**src/rtl/stack_unit_if.sv**
```systemverilog
// stack_unit_if: controller-to-stack bundle.
// master (controller) drives push/pop/tos/din; slave (stack) drives dout/count/empty/full/overflow/underflow.
interface stack_unit_if #(parameter int WIDTH = 8, parameter int PTR_W = 3);
  logic             push;
  logic             pop;
  logic             tos;
  logic [WIDTH-1:0] din;
  logic [WIDTH-1:0] dout;
  logic [PTR_W:0]   count;
  logic             empty;
  logic             full;
  logic             overflow;
  logic             underflow;
  modport master (output push, pop, tos, din, input dout, count, empty, full, overflow, underflow);
  modport slave  (input push, pop, tos, din, output dout, count, empty, full, overflow, underflow);
endinterface

```
**src/rtl/stack_unit.sv**
```systemverilog
// stack_unit: LIFO operand stack with registered top-of-stack read and sticky error flags.
// Ports: clk, rst (sync active-high), bus (slave modport: push/pop/tos/din in; dout/count/empty/full/overflow/underflow out).
module stack_unit #(
  parameter int WIDTH = 8,
  parameter int DEPTH = 8,
  parameter int PTR_W = 3
) (
  input logic         clk,
  input logic         rst,
  stack_unit_if.slave bus
);
  logic [WIDTH-1:0] mem_q [DEPTH];
  logic [WIDTH-1:0] dout_q, dout_d;
  logic [PTR_W:0]   count_q, count_d;
  logic             ovf_q, ovf_d, unf_q, unf_d;
  logic             wr_en;
  logic [PTR_W-1:0] wr_addr, top_idx;
  logic             nonempty, is_full;
  assign nonempty = count_q != '0;
  assign is_full  = count_q == (PTR_W+1)'(DEPTH);
  assign top_idx  = PTR_W'(count_q - 1'b1);
  always_comb begin
    dout_d  = dout_q;
    count_d = count_q;
    ovf_d   = ovf_q;
    unf_d   = unf_q;
    wr_en   = 1'b0;
    wr_addr = count_q[PTR_W-1:0];
    if (bus.push && bus.pop) begin
      wr_en = 1'b1;
      if (nonempty) begin
        // replace top: old top is read out while the new value overwrites it
        dout_d  = mem_q[top_idx];
        wr_addr = top_idx;
      end else begin
        wr_addr = '0;
        count_d = (PTR_W+1)'(1);
        unf_d   = 1'b1;
      end
    end else if (bus.pop) begin
      if (nonempty) begin
        dout_d  = mem_q[top_idx];
        count_d = count_q - 1'b1;
      end else unf_d = 1'b1;
    end else if (bus.push) begin
      if (!is_full) begin
        wr_en   = 1'b1;
        count_d = count_q + 1'b1;
      end else ovf_d = 1'b1;
    end else if (bus.tos) begin
      if (nonempty) dout_d = mem_q[top_idx];
      else unf_d = 1'b1;
    end
  end
  always_ff @(posedge clk) begin
    if (rst) begin
      dout_q  <= '0;
      count_q <= '0;
      ovf_q   <= 1'b0;
      unf_q   <= 1'b0;
    end else begin
      dout_q  <= dout_d;
      count_q <= count_d;
      ovf_q   <= ovf_d;
      unf_q   <= unf_d;
    end
  end
  // storage is never cleared; writes are suppressed during reset
  always_ff @(posedge clk) begin
    if (wr_en && !rst) mem_q[wr_addr] <= bus.din;
  end
  assign bus.dout      = dout_q;
  assign bus.count     = count_q;
  assign bus.empty     = count_q == '0;
  assign bus.full      = is_full;
  assign bus.overflow  = ovf_q;
  assign bus.underflow = unf_q;
endmodule

```
**src/flat_wrapper.sv**
```systemverilog
// flat-port wrapper written by rule: the top's interface ports become plain ports
module stack_unit_flat 
#(
  parameter int WIDTH = 8,
  parameter int DEPTH = 8,
  parameter int PTR_W = 3
)
  (clk, rst, bus_push, bus_pop, bus_tos, bus_din, bus_dout, bus_count, bus_empty, bus_full, bus_overflow, bus_underflow);
  stack_unit_if #(.WIDTH(WIDTH), .PTR_W(PTR_W)) bus_i ();
  input logic clk;
  input logic rst;
  input wire logic [$bits(bus_i.push)-1:0] bus_push;
  input wire logic [$bits(bus_i.pop)-1:0] bus_pop;
  input wire logic [$bits(bus_i.tos)-1:0] bus_tos;
  input wire logic [$bits(bus_i.din)-1:0] bus_din;
  output wire logic [$bits(bus_i.dout)-1:0] bus_dout;
  output wire logic [$bits(bus_i.count)-1:0] bus_count;
  output wire logic [$bits(bus_i.empty)-1:0] bus_empty;
  output wire logic [$bits(bus_i.full)-1:0] bus_full;
  output wire logic [$bits(bus_i.overflow)-1:0] bus_overflow;
  output wire logic [$bits(bus_i.underflow)-1:0] bus_underflow;
  assign bus_i.push = bus_push;
  assign bus_i.pop = bus_pop;
  assign bus_i.tos = bus_tos;
  assign bus_i.din = bus_din;
  assign bus_dout = bus_i.dout;
  assign bus_count = bus_i.count;
  assign bus_empty = bus_i.empty;
  assign bus_full = bus_i.full;
  assign bus_overflow = bus_i.overflow;
  assign bus_underflow = bus_i.underflow;
  stack_unit #(.WIDTH(WIDTH), .DEPTH(DEPTH), .PTR_W(PTR_W)) u_core (.clk(clk), .rst(rst), .bus(bus_i));
endmodule
```
**config.mk**
```make
export PLATFORM = sky130hd
export DESIGN_NAME = stack_unit_flat
export DESIGN_NICKNAME = d
export VERILOG_FILES = /design/src/rtl/stack_unit_if.sv /design/src/rtl/stack_unit.sv /design/src/flat_wrapper.sv
export SDC_FILE = /design/constraint.sdc
export NUM_CORES = 1
export LEC_CHECK = 0
export CAP_MARGIN = 20
export CORE_ASPECT_RATIO = 1.25
export CORE_MARGIN = 2
export CORE_UTILIZATION = 25
export DETAILED_ROUTE_END_ITERATION = 10
export PLACE_DENSITY_LB_ADDON = 0.15
export SETUP_SLACK_MARGIN = 0.05
export SLEW_MARGIN = 5
export SYNTH_ARGS = -nofsm -noshare
export SYNTH_HDL_FRONTEND = slang
export SYNTH_SLANG_ARGS = --single-unit
```
**constraint.sdc**
```tcl
create_clock -name clk -period 3.49 [get_ports clk]
set_input_delay 0.349 -clock clk [delete_from_list [all_inputs] [get_ports clk]]
set_output_delay 0.349 -clock clk [all_outputs]
set_load 0.01 [all_outputs]
```
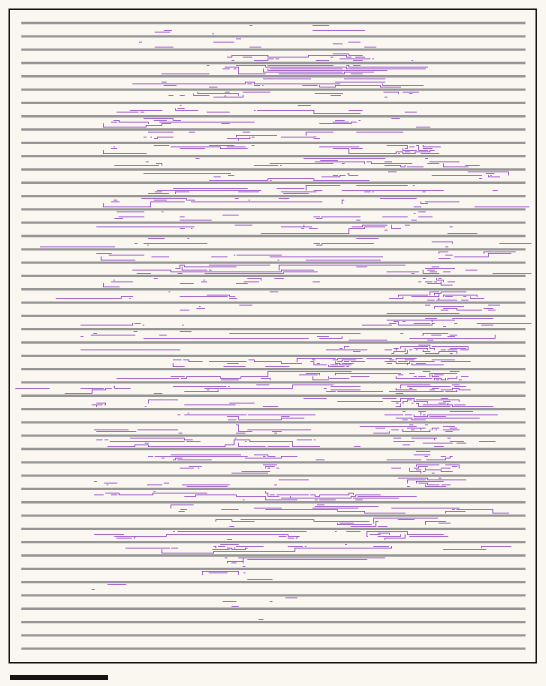
(signal wires on met1)
Bar = 20 microns. Supply wires on this layer in grey.
The layer holds 45% of the routed length. The longest straight run is 33.6 microns. The layer carries 3,560 microns of wire. 255 nets have wire on it.
met1 Track Usage GR: 14.9%
vias after detailed routing: 2,059
final wirelength: 7940 microns

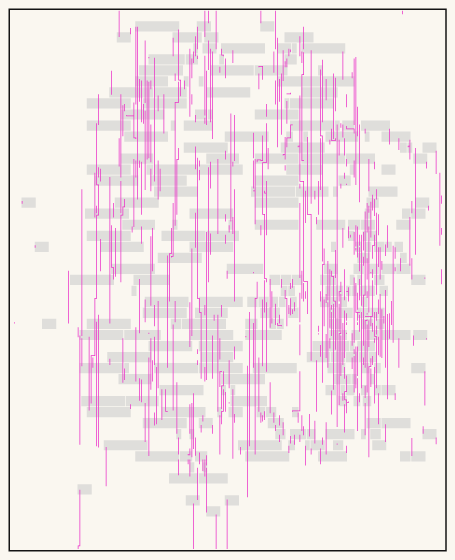
(metal 2)
The wires run mostly vertical. The layer carries 3,820 microns of wire.
met2 Use GR: 18.3%

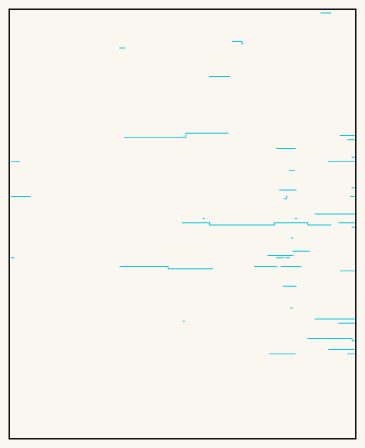
(M3 wires)
The longest straight run is 20.2 microns. The wires run mostly horizontal. The layer holds 3.4% of the routed length. The layer carries 272 microns of wire. 30 nets have wire on it.
GR Layer Usage met3: 3.28%

==> changes_impl.md <==
## Flow update

- Status: completed
- Post-synth area hogs: edfxtp_1 58%, mux4_2 9.4%, dfxtp_1 8.4%, nand2_1 2.1%, a311oi_1 2.1%
- Number of non-clock inverters in the layout: 8
- Syn Nets: 242
- Ports: 29
- P_comb: 0.737 mW
- Logic cell area: 1050 sq um
- Sequential area share after synthesis: 65.9%
- Endpoints failing setup: 0
- Number of diodes: 0
- Top pwr grp: registers
- Mapped Avg Cell Area: 14.8 sq um
- Clock network power share: 31.3%
- Multi-input gate share of total cell area: 25.4%
- Ys async rst share: 0%
- Reg power frac: 41.3%
- Cell taking the most area after synthesis: edfxtp_1
- Hold Crit Depth: 2
- Achievable Freq: 392 MHz
- P_leak: 1.36 nW
- Busiest grt layer: met2
- Post-DP Area: 3860 sq um
- Pre-CTS setup slack: 0.831 ns
- Pwr Total: 2.69 mW
- Biggest Area Class: registers
- MUX area fraction: 11.7%
- Synthesis warning total: 0
- Chip footprint: 14,300 sq um
- FILL cells: 1,319
- Commonest cells in the netlist: 64 x edfxtp_1, 19 x nand2_1, 14 x dfxtp_1, 14 x mux4_2
- Yosys xor share: 1.24%
- CP Cell Sequence: inv_1, ha_1, or3b_1, inv_1, clkdlybuf4s50_1
- Max Cap Viol: 0
- Area growth from synthesis to layout: 23.5%
- Synth Flop Type: edfxtp_1
- Signal buf overhead: 8.98%
- TritonCTS Sinks: 78
- Yosys adder share: 1.42%
- Post-DRT Antenna Nets: 0
- Combinational power share: 27.4%
- Layout clock buffer count: 12
- Skew final: 0.00817 ns
- Initial antenna violation count: 0
- Share of the synthesized area in the top cell type: 57.5%
- End of the critical path: bus_empty
- R2R setup slack: 1.04 ns
- First-pass GRT wire length: 12,200 microns
- Final hold vios: 0
- Number of enable flip-flop cells: 64
- Share of post-route cells with drive strength above 1: 16.6%
- Critical Path Max Stage Delay: 0.55 ns
- Final Util: 31.3%
- Hold Path Origin: u_core.bus.underflow
- PD cells: 651 nW/um^2
- Crit. End Element: output port
- Synth Cell Area: 3340 sq um
- Initial core utilization: 25.4%
- Total gr overflow: 0
- Metal2 WL: 3820 microns
- Row Count: 47
- Die W: 107 microns
- WP data arrival: 2.20 ns
- Tap Cells: 171
- Die height: 133 microns
- Synth Register Bits: 78
- Gate Count Post-Synth: 226
- RR Startpoint: u_core.bus.count[1]
- Longest Clk Path Bufs: 2
- Hold_ws: 0.447 ns
- Vias in the first global route: 2,099
- HP Class: flip-flop to flip-flop
- DR pass1 iterations: 4
- Hold endpoint: u_core.bus.underflow
- Max IR drop VDD: 0.195 mV
- Top-count cell post-synth: edfxtp_1
- Slew Viols, Final: 0
- Top Layout Cells: 64 x edfxtp_1, 28 x clkdlybuf4s50_1, 19 x nand2_1
- Flop area: 2200 sq um
- Yosys aoi share: 7.83%
- Largest net degree at the start of global routing: 30
- CTS root buf: clkbuf_16
- Yosys cell count: 226
- CP startpoint kind: flip-flop
- Initial drt markers: 106
## cell families (layout without fill, tap and decap cells)
family / count (synthesis) / count (layout)
xor+xnor: 3 / 3
fa+ha+maj: 4 / 4
flops: 78 / 78
buf+inv: 19 / 64
simple gates: 63 / 63
compound gates: 38 / 38
mux: 21 / 21
## sequential cells by signal (all words and copies together), names as in the netlist
signal and cells:
u_core.bus.count 4, u_core.bus.underflow 1, u_core.bus.overflow 1, u_core.mem_q 64, u_core.bus.dout 8
## critical path: cells and delay by family (launching register included)
kind,cells,cell delay [ns]
fa+ha+maj,1,0.23
buf+inv,3,0.83
flops,1,0.38
simple gates,1,0.44
Power figures rest on the tool's default switching activity, not on a simulated workload.
